File: src/rtl/mc_maindec.sv
// mc_maindec: multicycle main decoder. A Moore FSM steps each instruction
// through fetch, decode, execute, memory and writeback so that the ALU and
// memory can be shared across cycles. It adds a memory wait handshake, a
// bounded FPU start/done handshake, a sticky illegal-instruction trap and a
// retired-instruction counter.
module mc_maindec #(
  parameter bit MEM_HANDSHAKE = 1'b1,  // 0: mem_ready ignored, treated as 1
  parameter int FPU_TIMEOUT   = 64,    // max FPEXEC cycles, must be >= 2
  parameter int CNT_W         = 32     // instret width
) (
  input  logic             clk,
  input  logic             reset,       // synchronous, active-low
  input  logic [5:0]       op,
  input  logic [5:0]       funct,
  input  logic             mem_ready,
  input  logic             fpu_done,
  output logic             pcwrite,
  output logic             iord,
  output logic             irwrite,
  output logic             memwrite,
  output logic             regwrite,
  output logic             regdst,
  output logic             memtoreg,
  output logic             alusrca,
  output logic [1:0]       alusrcb,
  output logic [3:0]       aluop,
  output logic             branch,
  output logic             ne,
  output logic [1:0]       pcsrc,
  output logic             fpu_start,
  output logic [3:0]       fpu_control,
  output logic             fp_regwrite,
  output logic             illegal,
  output logic [3:0]       state,
  output logic             instr_done,
  output logic [CNT_W-1:0] instret
);

  localparam int TIMER_W = $clog2(FPU_TIMEOUT + 1);
  localparam logic [TIMER_W-1:0] TIMER_LAST = TIMER_W'(FPU_TIMEOUT - 1);

  typedef enum logic [3:0] {
    S_FETCH  = 4'd0,  S_DECODE = 4'd1,  S_MEMADR = 4'd2,  S_MEMRD  = 4'd3,
    S_MEMWB  = 4'd4,  S_MEMWR  = 4'd5,  S_EXEC   = 4'd6,  S_ALUWB  = 4'd7,
    S_BRANCH = 4'd8,  S_IEXEC  = 4'd9,  S_IWB    = 4'd10, S_JUMP   = 4'd11,
    S_FPEXEC = 4'd12, S_FPWB   = 4'd13, S_TRAP   = 4'd14
  } state_t;

  state_t               state_q, state_d, out_state;
  logic [5:0]           op_q, funct_q;
  logic [TIMER_W-1:0]   timer_q;
  logic                 illegal_q;
  logic [CNT_W-1:0]     instret_q;
  logic                 rdy;
  logic                 retire;

  // Only these FP functions are implemented; anything else traps in DECODE.
  function automatic logic fp_funct_legal(input logic [5:0] f);
    case (f)
      6'b000000, 6'b000001, 6'b000010,
      6'b000011, 6'b000101, 6'b000111: return 1'b1;
      default:                         return 1'b0;
    endcase
  endfunction

  assign rdy = MEM_HANDSHAKE ? mem_ready : 1'b1;

  // Next-state decode and retirement detection.
  always_comb begin
    // NOTE: every signal gets a default first so no path through the case
    // leaves it unassigned, which would otherwise infer a latch.
    state_d = state_q;
    retire  = 1'b0;
    case (state_q)
      S_FETCH:  if (rdy) state_d = S_DECODE;
      S_DECODE: begin
        case (op)
          6'b100011, 6'b100001, 6'b100000, 6'b100100, 6'b100101,
          6'b101011, 6'b101001, 6'b101000:                        state_d = S_MEMADR;
          6'b000000:                                              state_d = S_EXEC;
          6'b000100, 6'b000101:                                   state_d = S_BRANCH;
          6'b001000, 6'b001001, 6'b001101, 6'b001100, 6'b001010: state_d = S_IEXEC;
          6'b000010:                                              state_d = S_JUMP;
          6'b010001: state_d = fp_funct_legal(funct) ? S_FPEXEC : S_TRAP;
          default:                                                state_d = S_TRAP;
        endcase
      end
      S_MEMADR: state_d = op_q[3] ? S_MEMWR : S_MEMRD;
      S_MEMRD:  if (rdy) state_d = S_MEMWB;
      S_MEMWB:  state_d = S_FETCH;
      S_MEMWR:  if (rdy) state_d = S_FETCH;
      S_EXEC:   state_d = S_ALUWB;
      S_ALUWB:  state_d = S_FETCH;
      S_BRANCH: state_d = S_FETCH;
      S_IEXEC:  state_d = S_IWB;
      S_IWB:    state_d = S_FETCH;
      S_JUMP:   state_d = S_FETCH;
      S_FPEXEC: begin
        // fpu_done wins over a timeout in the same cycle
        if (fpu_done)                  state_d = S_FPWB;
        else if (timer_q == TIMER_LAST) state_d = S_TRAP;
      end
      S_FPWB:   state_d = S_FETCH;
      S_TRAP:   state_d = S_TRAP;
      default:  state_d = S_TRAP;
    endcase
    retire = (state_d == S_FETCH) &&
             (state_q inside {S_MEMWB, S_MEMWR, S_ALUWB, S_BRANCH, S_IWB, S_JUMP, S_FPWB});
  end

  // State, FPU timer, sticky trap flag and retired-instruction counter.
  always_ff @(posedge clk) begin
    // NOTE: non-blocking assignments so every register samples pre-edge values.
    if (!reset) begin
      state_q   <= S_FETCH;
      timer_q   <= '0;
      illegal_q <= 1'b0;
      instret_q <= '0;
    end else begin
      state_q   <= state_d;
      timer_q   <= (state_q == S_FPEXEC) ? timer_q + 1'b1 : '0;
      illegal_q <= illegal_q | (state_d == S_TRAP);
      if (retire) instret_q <= instret_q + 1'b1;
    end
  end

  // Capture the instruction fields in DECODE; later states decode from these.
  always_ff @(posedge clk) begin
    // NOTE: no reset here: op_q/funct_q are only read in states entered
    // through DECODE, which always loads them first.
    if (state_q == S_DECODE) begin
      op_q    <= op;
      funct_q <= funct;
    end
  end

  // While reset is held the outputs look like FETCH regardless of state_q.
  assign out_state = reset ? state_q : S_FETCH;

  // Moore output decode from the (reset-masked) current state.
  always_comb begin
    pcwrite     = 1'b0;
    iord        = 1'b0;
    irwrite     = 1'b0;
    memwrite    = 1'b0;
    regwrite    = 1'b0;
    regdst      = 1'b0;
    memtoreg    = 1'b0;
    alusrca     = 1'b0;
    alusrcb     = 2'b00;
    aluop       = 4'b0000;
    branch      = 1'b0;
    ne          = 1'b0;
    pcsrc       = 2'b00;
    fpu_start   = 1'b0;
    fpu_control = 4'b0000;
    fp_regwrite = 1'b0;
    case (out_state)
      S_FETCH: begin
        alusrcb = 2'b01;
        irwrite = rdy;
        pcwrite = rdy;
      end
      S_DECODE: alusrcb = 2'b11;
      S_MEMADR: begin
        alusrca = 1'b1;
        alusrcb = 2'b10;
      end
      S_MEMRD:  iord = 1'b1;
      S_MEMWB: begin
        regwrite = 1'b1;
        memtoreg = 1'b1;
      end
      S_MEMWR: begin
        iord     = 1'b1;
        memwrite = 1'b1;
      end
      S_EXEC: begin
        alusrca = 1'b1;
        aluop   = 4'b1111;   // ALU decoder resolves the operation from funct
      end
      S_ALUWB: begin
        regwrite = 1'b1;
        regdst   = 1'b1;
      end
      S_BRANCH: begin
        alusrca = 1'b1;
        aluop   = 4'b0001;
        branch  = 1'b1;
        pcsrc   = 2'b01;
        ne      = op_q[0];
      end
      S_IEXEC: begin
        alusrca = 1'b1;
        alusrcb = 2'b10;
        case (op_q)
          6'b001101: aluop = 4'b0011;  // ORI
          6'b001100: aluop = 4'b0111;  // ANDI
          6'b001010: aluop = 4'b0110;  // SLTI
          default:   aluop = 4'b0000;  // ADDI / ADDIU
        endcase
      end
      S_IWB:    regwrite = 1'b1;
      S_JUMP: begin
        pcsrc   = 2'b10;
        pcwrite = 1'b1;
      end
      S_FPEXEC: begin
        fpu_start = (timer_q == '0);   // first FPEXEC cycle only
        case (funct_q)
          6'b000001: fpu_control = 4'b0001;
          6'b000010: fpu_control = 4'b0010;
          6'b000011: fpu_control = 4'b0011;
          6'b000101: fpu_control = 4'b0100;
          6'b000111: fpu_control = 4'b0101;
          default:   fpu_control = 4'b0000;
        endcase
      end
      S_FPWB:   fp_regwrite = 1'b1;
      default:  ;
    endcase
  end

  assign illegal    = reset & illegal_q;
  assign instr_done = reset & retire;
  assign state      = out_state;
  assign instret    = reset ? instret_q : '0;

endmodule

File: config.mk
export PLATFORM = sky130hd
export DESIGN_NAME = mc_maindec
export DESIGN_NICKNAME = d
export VERILOG_FILES = /design/src/rtl/mc_maindec.sv
export SDC_FILE = /design/constraint.sdc
export NUM_CORES = 1
export LEC_CHECK = 0
export CELL_PAD_IN_SITES_DETAIL_PLACEMENT = 0
export CELL_PAD_IN_SITES_GLOBAL_PLACEMENT = 1
export CORE_MARGIN = 1.5
export CORE_UTILIZATION = 39
export DETAILED_ROUTE_END_ITERATION = 8
export GPL_TIMING_DRIVEN = 0
export PLACE_DENSITY_LB_ADDON = 0.15
export SLEW_MARGIN = 20
export SYNTH_ARGS = -nofsm -noshare
export SYNTH_HDL_FRONTEND = slang
export SYNTH_SLANG_ARGS = --single-unit
File: constraint.sdc
create_clock -name clk -period 6.8 [get_ports clk]
set_clock_uncertainty 0.2 [all_clocks]
set_input_delay 1.7 -clock clk [delete_from_list [all_inputs] [get_ports clk]]
set_output_delay 1.7 -clock clk [all_outputs]
set_load 0.02 [all_outputs]
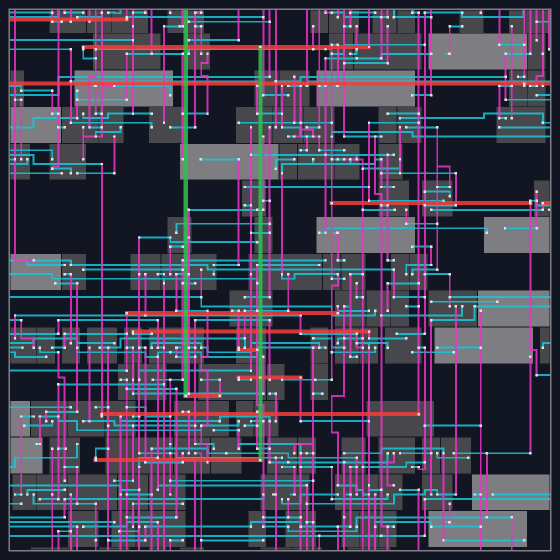
**Above:** run 1 (close-up of the layout).
Window x 27 to 67, y 27 to 67 µm. Cells in gray, sequential cells in the stronger gray; small squares are vias.
- metal 1: cyan
- metal 3: red
- metal 4: green
- metal 2: magenta
- netlist names of flops here include: `instret_q` (6), `state_q` (4)
- sequential cells in the window: 11
- cells with their middle in the window: 117
- most frequent: a21oi_1 (12)

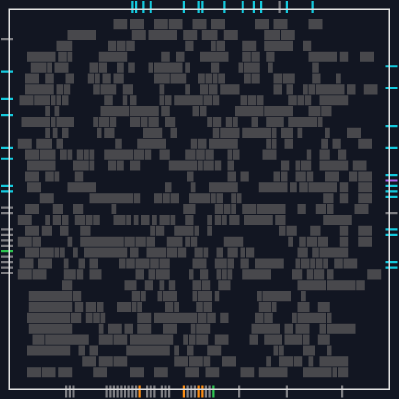
**Above:** run 1 (pin map).
Drawn at 4 px/µm. Pins as bars across the die edge, other pins in gray.
- `state`: orange (pins 4; direction output; edge south)
- `instret`: cyan (pins 32; direction output; edge 13 north, 12 east, 7 west)
- `instr_done`: purple (pins 1; direction output; edge east)
- `pcsrc`: green (pins 2; direction output; edge 1 south, 1 west)

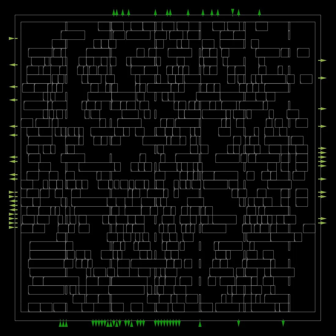
**Above:** run 1 (placement view).
Well-Tap Cells: 105
fill cell total of the finished layout: 819
final standard cell count with taps included and fillers excluded: 593
Std-Cell Core Area: 8180 µm²

==> Implementation_results.wiki, run 1 <==
=== Synthesis and place and route ===
{| class="wikitable"
! Metric !! Value
|-
| Logic inverters || 13
|-
| Worst min path class || reg -> reg
|-
| Cell with the largest stage delay on the worst path || clkdlybuf4s50_1
|-
| Dominant cells by area after synthesis || dfxtp_1, edfxtp_1, and2_1
|-
| Startpoint of the worst hold path || timer_q[0]$_SDFF_PN0_
|-
| Met2 usage || 33.3%
|-
| Crit. End Element || output pin
|-
| Combined buffer and inverter count along the critical path || 5
|-
| Xor/xnor share of the synthesized area || 2.14%
|-
| Largest fanout on the critical path || 10
|-
| Top layer reached by signal wires || met4
|-
| Max-slew headroom || roughly 43%
|-
| Status || completed
|-
| Critical path class || in -> out
|-
| Unrepaired setup endpoints after global routing || false
|-
| Number of H-tree levels || 2
|-
| Worst setup slack for register-to-register paths || 4.18 ns
|-
| Worst hold margin || ~0.27 ns
|-
| Max stage delay on crit path || 0.69 ns
|-
| Cell kind with the greatest summed area || logic gates
|-
| Sequential share of power || about 45%
|-
| Total power after layout || 854 µW
|-
| Clk Tree Root Cell || clkbuf_8
|-
| Req. time, crit path || 4.90 ns
|-
| Antenna violation net count after detailed routing || 0
|-
| Endpoints failing setup || 0
|-
| Summed instance area of the synthesized netlist || around 3300 µm²
|-
| FF+latch area || 1240 µm²
|-
| TritonCTS clock tree || yes
|-
| Gate count after technology mapping || between 400 and 500
|-
| Routed wire per std cell || 15.2 µm
|-
| Fin. max-slew vios || 0
|-
| Initial antenna violation count || 0
|-
| Fraction of cell area in non-clock buffers || 20.0%
|-
| Mux cell area share after synthesis || 4.43%
|-
| Total number of clock tree sinks || between 50 and 60
|-
| Most frequent cell after synthesis || nor2_1
|-
| Chip area estimate from yosys synthesis || 3280 µm²
|-
| Cell family contributing the most delay on the critical path || buffers and inverters
|-
| Cts bufs inserted || 5
|-
| Number of buffers inserted for hold repair after clock tree synthesis || 0
|-
| HPWL reported at the end of detailed placement || about 6600 µm
|-
| Final setup margin || 0.540 ns
|-
| Logic share of the area || 44.5%
|-
| Max Fclk || 0.160 GHz
|}
--- run 2 (diff from run 1) ---
- ABC_AREA: unset -> 1
- CORE_UTILIZATION: 39 -> 30
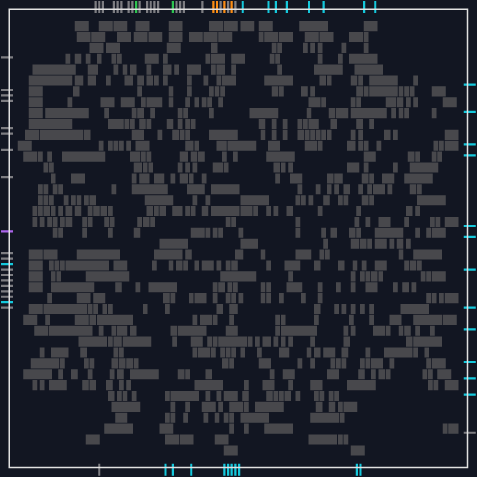
**Above:** run 2 (pin map).
Drawn at 4 px/µm. Pins as bars across the die edge, other pins in gray.
- `state`: orange (pins 4; direction output; edge north)
- `instr_done`: purple (pins 1; direction output; edge west)
- `instret`: cyan (pins 32; direction output; edge 12 east, 10 south, 8 north, 2 west)
- `pcsrc`: green (pins 2; direction output; edge north)

==> Implementation_results.wiki, run 2 <==
=== Synthesis and place and route ===
{| class="wikitable"
! Metric !! Value
|-
| Final setup margin || 0.974 ns
|-
| Worst min path class || reg -> reg
|-
| Fraction of cell area in non-clock buffers || 18.1%
|-
| TritonCTS clock tree || yes
|-
| Startpoint of the worst hold path || timer_q[0]$_SDFF_PN0_
|-
| Logic inverters || 98
|-
| Std-Cell Core Area || roughly 12000 µm²
|-
| Unrepaired setup endpoints after global routing || false
|-
| Met2 usage || 30.9%
|-
| Number of H-tree levels || 2
|-
| Number of buffers inserted for hold repair after clock tree synthesis || 0
|-
| Req. time, crit path || 4.90 ns
|-
| Worst setup slack for register-to-register paths || 4.53 ns
|-
| Total power after layout || 1.03 mW
|-
| Dominant cells by area after synthesis || dfxtp_1, nand2_1, edfxtp_1
|-
| Status || completed
|-
| Fin. max-slew vios || 0
|-
| Cell with the largest stage delay on the worst path || clkdlybuf4s50_1
|-
| Combined buffer and inverter count along the critical path || 5
|-
| Summed instance area of the synthesized netlist || 3710 µm²
|-
| Max Fclk || 0.172 GHz
|-
| Antenna violation net count after detailed routing || 0
|-
| Max stage delay on crit path || 0.63 ns
|-
| Fill cell total of the finished layout || between 1000 and 1500
|-
| Clk Tree Root Cell || clkbuf_16
|-
| Most frequent cell after synthesis || nand2_1
|-
| Total number of clock tree sinks || around 56
|-
| Xor/xnor share of the synthesized area || between 7 and 8%
|-
| Largest fanout on the critical path || 10
|-
| Critical path class || in -> out
|}
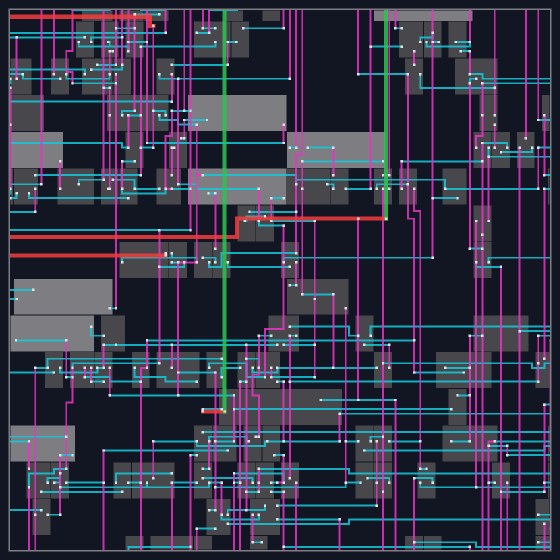
**Above:** run 2 (close-up of the layout).
Window x 37 to 77, y 37 to 77 µm. Cells in gray, sequential cells in the stronger gray; small squares are vias.
- metal 3: red
- metal 4: green
- metal 2: magenta
- metal 1: cyan
- most frequent: nand2_1 (24), nor2_1 (16), inv_1 (9)
- netlist names of flops here include: `instret_q` (4), `state_q` (3)
- cells with their middle in the window: 89
- sequential cells in the window: 7

--- run 3 (diff from run 2) ---
- GPL_ROUTABILITY_DRIVEN: unset -> 0
- SLEW_MARGIN: 20 -> 30
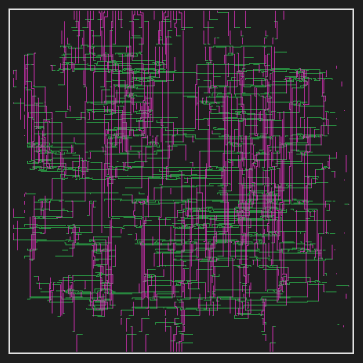
**Above:** run 3 (metal layers overlaid).
Drawn at 3 px/µm. Only two layers are drawn.
- metal 2: magenta (wire length 5170 µm)
- metal 1: green (wire length 4570 µm)

==> Implementation_results.wiki, run 3 <==
=== Synthesis and place and route ===
{| class="wikitable"
! Metric !! Value
|-
| Most frequent cell after synthesis || nand2_1
|-
| Sequential share of power || 37.5%
|-
| Routed wire per std cell || 12.4 µm
|-
| Clk Tree Root Cell || clkbuf_16
|-
| Initial antenna violation count || 0
|-
| Logic inverters || 98
|-
| Startpoint of the worst hold path || timer_q[0]$_SDFF_PN0_
|-
| Std-Cell Core Area || 12000 µm²
|-
| Number of H-tree levels || 2
|-
| Final setup margin || 0.954 ns
|-
| Met2 usage || 29.8%
|-
| Worst reg2reg startpoint || instret_q[0]$_SDFFE_PN0P_
|-
| Crit. End Element || output pin
|-
| Antenna violation net count after detailed routing || 0
|-
| FF+latch area || 1240 µm²
|-
| Critical path class || in -> out
|-
| Worst setup slack for register-to-register paths || 4.43 ns
|-
| Number of buffers inserted for hold repair after clock tree synthesis || 0
|-
| CP cell instances || clkdlybuf4s50_1, inv_1, clkbuf_1, nor2_1, inv_1, nor3_1, clkdlybuf4s50_1
|-
| Chip area estimate from yosys synthesis || between 3000 and 4000 µm²
|-
| Cell kind with the greatest summed area || logic gates
|-
| Xor/xnor share of the synthesized area || 7.09%
|-
| Dominant cells by area after synthesis || dfxtp_1, nand2_1, edfxtp_1
|-
| Largest register by flop count || instret_q
|-
| Max stage delay on crit path || 0.64 ns
|-
| Cell with the largest stage delay on the worst path || clkdlybuf4s50_1
|-
| HPWL reported at the end of detailed placement || 8400 µm
|-
| Logic share of the area || 41.2%
|-
| Status || completed
|-
| Summed instance area of the synthesized netlist || roughly 3700 µm²
|-
| Fraction of cell area in non-clock buffers || around 18%
|-
| Mux cell area share after synthesis || 0%
|-
| Max Fclk || 0.171 GHz
|-
| Type of element launching the critical path || input port
|-
| Worst min path class || reg -> reg
|-
| TritonCTS clock tree || yes
|-
| Clock Tree Buf Depth || 2
|-
| Cts bufs inserted || 5
|-
| Top layer reached by signal wires || met4
|-
| Gate count after technology mapping || approximately 600
|-
| Req. time, crit path || between 4 and 5 ns
|-
| Fill cell total of the finished layout || 1327
|-
| Cell family contributing the most delay on the critical path || buffers and inverters
|-
| Number of multi-input logic gates || 427
|-
| Fin. max-slew vios || 0
|-
| Multi-input logic area || 1990 µm²
|-
| Total power after layout || 1.07 mW
|-
| Combined buffer and inverter count along the critical path || 5
|}
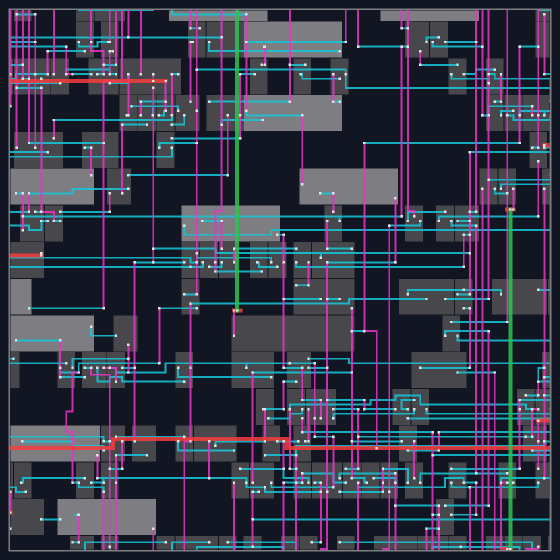
**Above:** run 3 (close-up of the layout).
Window x 37 to 77, y 37 to 77 µm. Cells in gray, sequential cells in the stronger gray; small squares are vias.
- metal 2: magenta
- metal 4: green
- metal 1: cyan
- metal 3: red
- cells with their middle in the window: 98
- netlist names of flops here include: `instret_q` (5), `state_q` (2)
- sequential cells in the window: 8
- most frequent: nand2_1 (28), nor2_1 (18), inv_1 (11)

Power is estimated from default activity; no workload was simulated.
